File: src/rtl/addsub_pkg.sv
// addsub_pkg: shared types and helpers for the pipelined add/subtract unit.
package addsub_pkg;

    typedef enum logic {OP_SUB = 1'b0, OP_ADD = 1'b1} op_mode_e;

    // Carry for add, borrow for subtract (a borrow is the inverted carry-out of a + ~b + 1).
    function automatic logic carry_flag(input op_mode_e m, input logic cout);
        return (m == OP_ADD) ? cout : !cout;
    endfunction

endpackage

File: src/rtl/addsub_slice.sv
// addsub_slice: one registered carry-chain slice; consumes the low SLICE bits of the
// forwarded operands and shifts its result slice in from the top of the result word.
module addsub_slice
    import addsub_pkg::*;
#(
    parameter int WIDTH = 64,
    parameter int SLICE = 32
) (
    input  logic             clk,
    input  logic             rst,
    input  logic             i_valid,
    input  logic             i_ready,
    input  op_mode_e         i_mode,
    input  logic [WIDTH-1:0] i_a,
    input  logic [WIDTH-1:0] i_b,
    input  logic [WIDTH-1:0] i_res,
    input  logic             i_cin,
    output logic             o_valid,
    output op_mode_e         o_mode,
    output logic [WIDTH-1:0] o_a,
    output logic [WIDTH-1:0] o_b,
    output logic [WIDTH-1:0] o_res,
    output logic             o_cout,
    output logic             o_ovf
);

    logic             r_valid;
    op_mode_e         r_mode;
    logic [WIDTH-1:0] r_a;
    logic [WIDTH-1:0] r_b;
    logic [WIDTH-1:0] r_res;
    logic             r_cout;
    logic             r_ovf;
    logic [SLICE:0]   w_sum;
    logic             w_msb_cin;

    assign w_sum     = {1'b0, i_a[SLICE-1:0]} + {1'b0, i_b[SLICE-1:0]} + (SLICE+1)'(i_cin);
    // Carry into the slice MSB, recovered from the sum bit; ovf = that carry xor carry-out.
    assign w_msb_cin = w_sum[SLICE-1] ^ i_a[SLICE-1] ^ i_b[SLICE-1];

    always_ff @(posedge clk) begin
        if (rst) begin
            r_valid <= 1'b0;
            r_mode  <= OP_ADD;
            r_a     <= '0;
            r_b     <= '0;
            r_res   <= '0;
            r_cout  <= 1'b0;
            r_ovf   <= 1'b0;
        end else if (i_ready) begin
            r_valid <= i_valid;
            if (i_valid) begin
                r_mode <= i_mode;
                r_a    <= i_a >> SLICE;
                r_b    <= i_b >> SLICE;
                r_res  <= (i_res >> SLICE) | (WIDTH'(w_sum[SLICE-1:0]) << (WIDTH - SLICE));
                r_cout <= w_sum[SLICE];
                r_ovf  <= w_msb_cin ^ w_sum[SLICE];
            end
        end
    end

    assign o_valid = r_valid;
    assign o_mode  = r_mode;
    assign o_a     = r_a;
    assign o_b     = r_b;
    assign o_res   = r_res;
    assign o_cout  = r_cout;
    assign o_ovf   = r_ovf;

endmodule

File: src/rtl/addsub_pipe.sv
// addsub_pipe: STAGES-deep pipelined add/subtract with carry/borrow and signed-overflow
// flags; per-stage valid/ready lets bubbles collapse under downstream backpressure.
module addsub_pipe
    import addsub_pkg::*;
#(
    parameter int WIDTH  = 64,
    parameter int STAGES = 2
) (
    input  logic             clk,
    input  logic             rst,
    input  logic             op_valid,
    output logic             op_ready,
    input  logic             op_mode,
    input  logic [WIDTH-1:0] op_a,
    input  logic [WIDTH-1:0] op_b,
    output logic             res_valid,
    input  logic             res_ready,
    output logic [WIDTH-1:0] res,
    output logic             res_carry,
    output logic             res_ovf
);

    localparam int SLICE = WIDTH / STAGES;

    typedef struct packed {
        logic             valid;
        op_mode_e         mode;
        logic [WIDTH-1:0] a;
        logic [WIDTH-1:0] b;
        logic [WIDTH-1:0] res;
        logic             carry;
        logic             ovf;
    } stage_t;

    stage_t        w_stg [STAGES+1];
    logic [STAGES:0] w_rdy;

    // Entry point: subtract feeds ~b with carry-in 1.
    assign w_stg[0] = '{valid: op_valid, mode: op_mode_e'(op_mode), a: op_a,
                        b: op_mode ? op_b : ~op_b, res: '0, carry: !op_mode, ovf: 1'b0};

    always_comb begin
        w_rdy[STAGES] = res_ready;
        for (int k = STAGES - 1; k >= 0; k--)
            w_rdy[k] = !w_stg[k+1].valid || w_rdy[k+1];
    end

    for (genvar k = 0; k < STAGES; k++) begin : g_stage
        logic             w_valid;
        op_mode_e         w_mode;
        logic [WIDTH-1:0] w_a;
        logic [WIDTH-1:0] w_b;
        logic [WIDTH-1:0] w_res;
        logic             w_cout;
        logic             w_ovf;

        addsub_slice #(.WIDTH(WIDTH), .SLICE(SLICE)) u_slice (
            .clk     (clk),
            .rst     (rst),
            .i_valid (w_stg[k].valid),
            .i_ready (w_rdy[k]),
            .i_mode  (w_stg[k].mode),
            .i_a     (w_stg[k].a),
            .i_b     (w_stg[k].b),
            .i_res   (w_stg[k].res),
            .i_cin   (w_stg[k].carry),
            .o_valid (w_valid),
            .o_mode  (w_mode),
            .o_a     (w_a),
            .o_b     (w_b),
            .o_res   (w_res),
            .o_cout  (w_cout),
            .o_ovf   (w_ovf)
        );

        assign w_stg[k+1] = '{valid: w_valid, mode: w_mode, a: w_a, b: w_b,
                              res: w_res, carry: w_cout, ovf: w_ovf};
    end

    assign op_ready  = w_rdy[0] && !rst;
    assign res_valid = w_stg[STAGES].valid;
    assign res       = w_stg[STAGES].res;
    assign res_carry = carry_flag(w_stg[STAGES].mode, w_stg[STAGES].carry);
    assign res_ovf   = w_stg[STAGES].ovf;

endmodule

File: config.mk
export PLATFORM = sky130hd
export DESIGN_NAME = addsub_pipe
export DESIGN_NICKNAME = d
export VERILOG_FILES = /design/src/rtl/addsub_pkg.sv /design/src/rtl/addsub_slice.sv /design/src/rtl/addsub_pipe.sv
export SDC_FILE = /design/constraint.sdc
export NUM_CORES = 1
export LEC_CHECK = 0
export ABC_AREA = 1
export CAP_MARGIN = 20
export CORE_ASPECT_RATIO = 0.5
export CORE_MARGIN = 1
export CORE_UTILIZATION = 52
export DETAILED_ROUTE_END_ITERATION = 16
export PLACE_DENSITY_LB_ADDON = 0.05
export SLEW_MARGIN = 15
export SYNTH_ARGS = -nofsm -noshare
export SYNTH_HDL_FRONTEND = slang
export SYNTH_SLANG_ARGS = --single-unit
File: constraint.sdc
create_clock -name clk -period 3.07 [get_ports clk]
set_clock_uncertainty 0.2 [all_clocks]
set_input_delay 0.4605 -clock clk [delete_from_list [all_inputs] [get_ports clk]]
set_output_delay 0.4605 -clock clk [all_outputs]
set_load 0.01 [all_outputs]
**Clock nets**

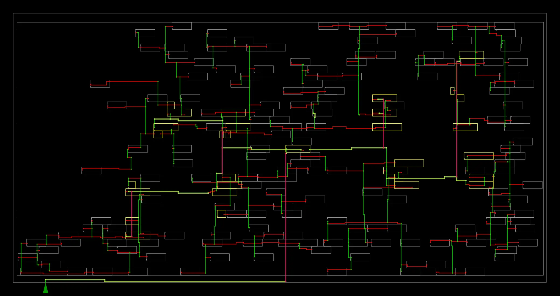
insertion delay to the later sink of the worst-skew pair: 0.42 ns
total clock sinks: 167
clkbuf count: 21
power dissipated in the clock network: 2.25 mW
clock buffers created by TritonCTS: 17

**Routed clock nets over the placement**

The bar under the picture is 50 µm long.
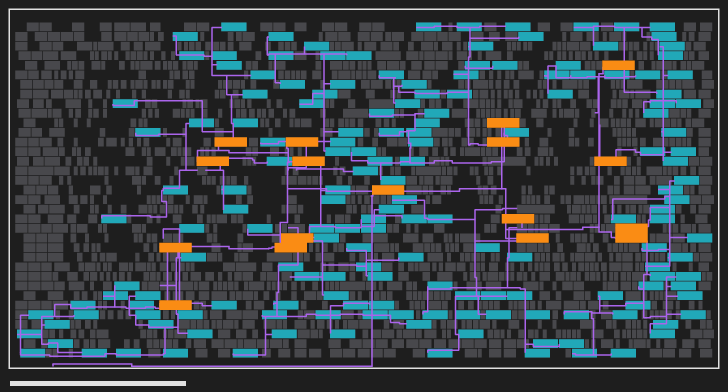
Orange marks clock-net drivers, count 17. Cyan marks flip-flops, count 167. Purple marks clock wires, length 2230 µm.
Position of the flops: spread over the die. There are 18 routed clock nets.

**Sequential cells colored by netlist name**

Other sequential cells in the stronger gray, the rest of the logic in the fainter gray.
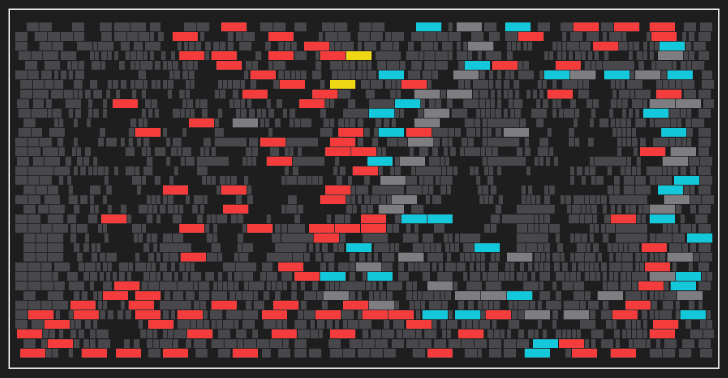
Yellow marks g_stage.u_slice.o_valid, sequential cells 2. Red marks g_stage.u_slice.o_res, sequential cells 96, where spread over the die. Cyan marks g_stage.u_slice.o_a, sequential cells 32.
Another 37 sequential cells are not colored.

==> impl_metrics.ini <==
; implementation run metrics
[yosys]
syn_area_um2 = 10300
yosysChipArea_um2 = 10300
synthesis.instances = 1485
synth-cells-yosys = 1485

[cts]
holdBufCountCts = 0
postCtsResizedCells = 0

[status]
status = finished clean

[worst_setup_path]
crit_cells = 13

[power]
irDropWorstVdd_v = 0.000371
clock_power_share_pct = 34.1
internal-power_mw = 4.51

[timing]
setup_total_negative_slack_ns = 0

[cells_and_area]
layout.cells.most_common_list = 211 x sky130_fd_sc_hd__nand2_1, 204 x sky130_fd_sc_hd__nor2_1, 198 x sky130_fd_sc_hd__clkdlybuf4s50_1, 183 x sky130_fd_sc_hd__inv_1, 167 x sky130_fd_sc_hd__dfxtp_1
utilization_pct = 70.0

[drt]
topRoutingLayerUsed = met4
route.vias.total = 10300

[grt]
grt_pass1_wl_mm = 48.3
grt_start_max_net_pins = 113
grt.met1_usage_pct = 39.9

[floorplan]
floorplan.rows = 35
**Signal wires on met4**

Supply wires on this layer in gray.
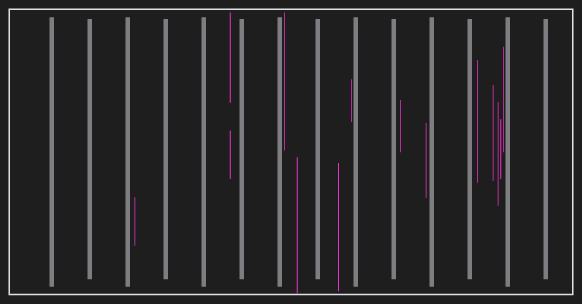
The layer holds 1.5% of the routed length. The layer carries 441 µm of wire. The longest straight run is 49.0 µm.

**Cell sizes after repair**

The bar under the picture is 50 µm long.
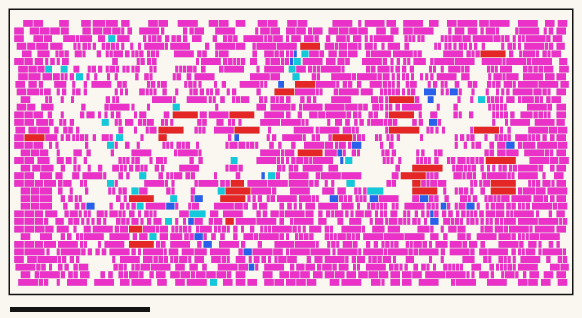
Magenta marks x1 and smaller, cells 1597, share 95%. Cyan marks x3 and x4, cells 28, share 1.7%. Blue marks x2, cells 28, share 1.7%. Red marks x6 and larger, cells 30, share 1.8%.

kinds of logic (layout without fill, tap and decap cells):
kind of cell	count (synthesis)	count (layout)	synth area share, %
AND/OR/NAND/NOR	492	492	19.2
AND-OR/OR-AND	410	410	22.0
buffers and inverters	247	445	9.18
flip-flops	167	167	32.6
XOR/XNOR	104	104	8.87
adder cells (fa/ha/maj)	65	65	8.14
other	0	1	0
area by class of cell:
type | instances | area (µm²)
clock inverter | 10 | 144
multi-input combinational | 1071 | 5980
tap | 259 | 324
timing repair buffer | 226 | 2250
fill | 1609 | 5660
sequential | 167 | 3340
clock buffer | 21 | 460
antenna | 1 | 2.50
inverter | 188 | 706
Power and IR drop assume default switching activity.
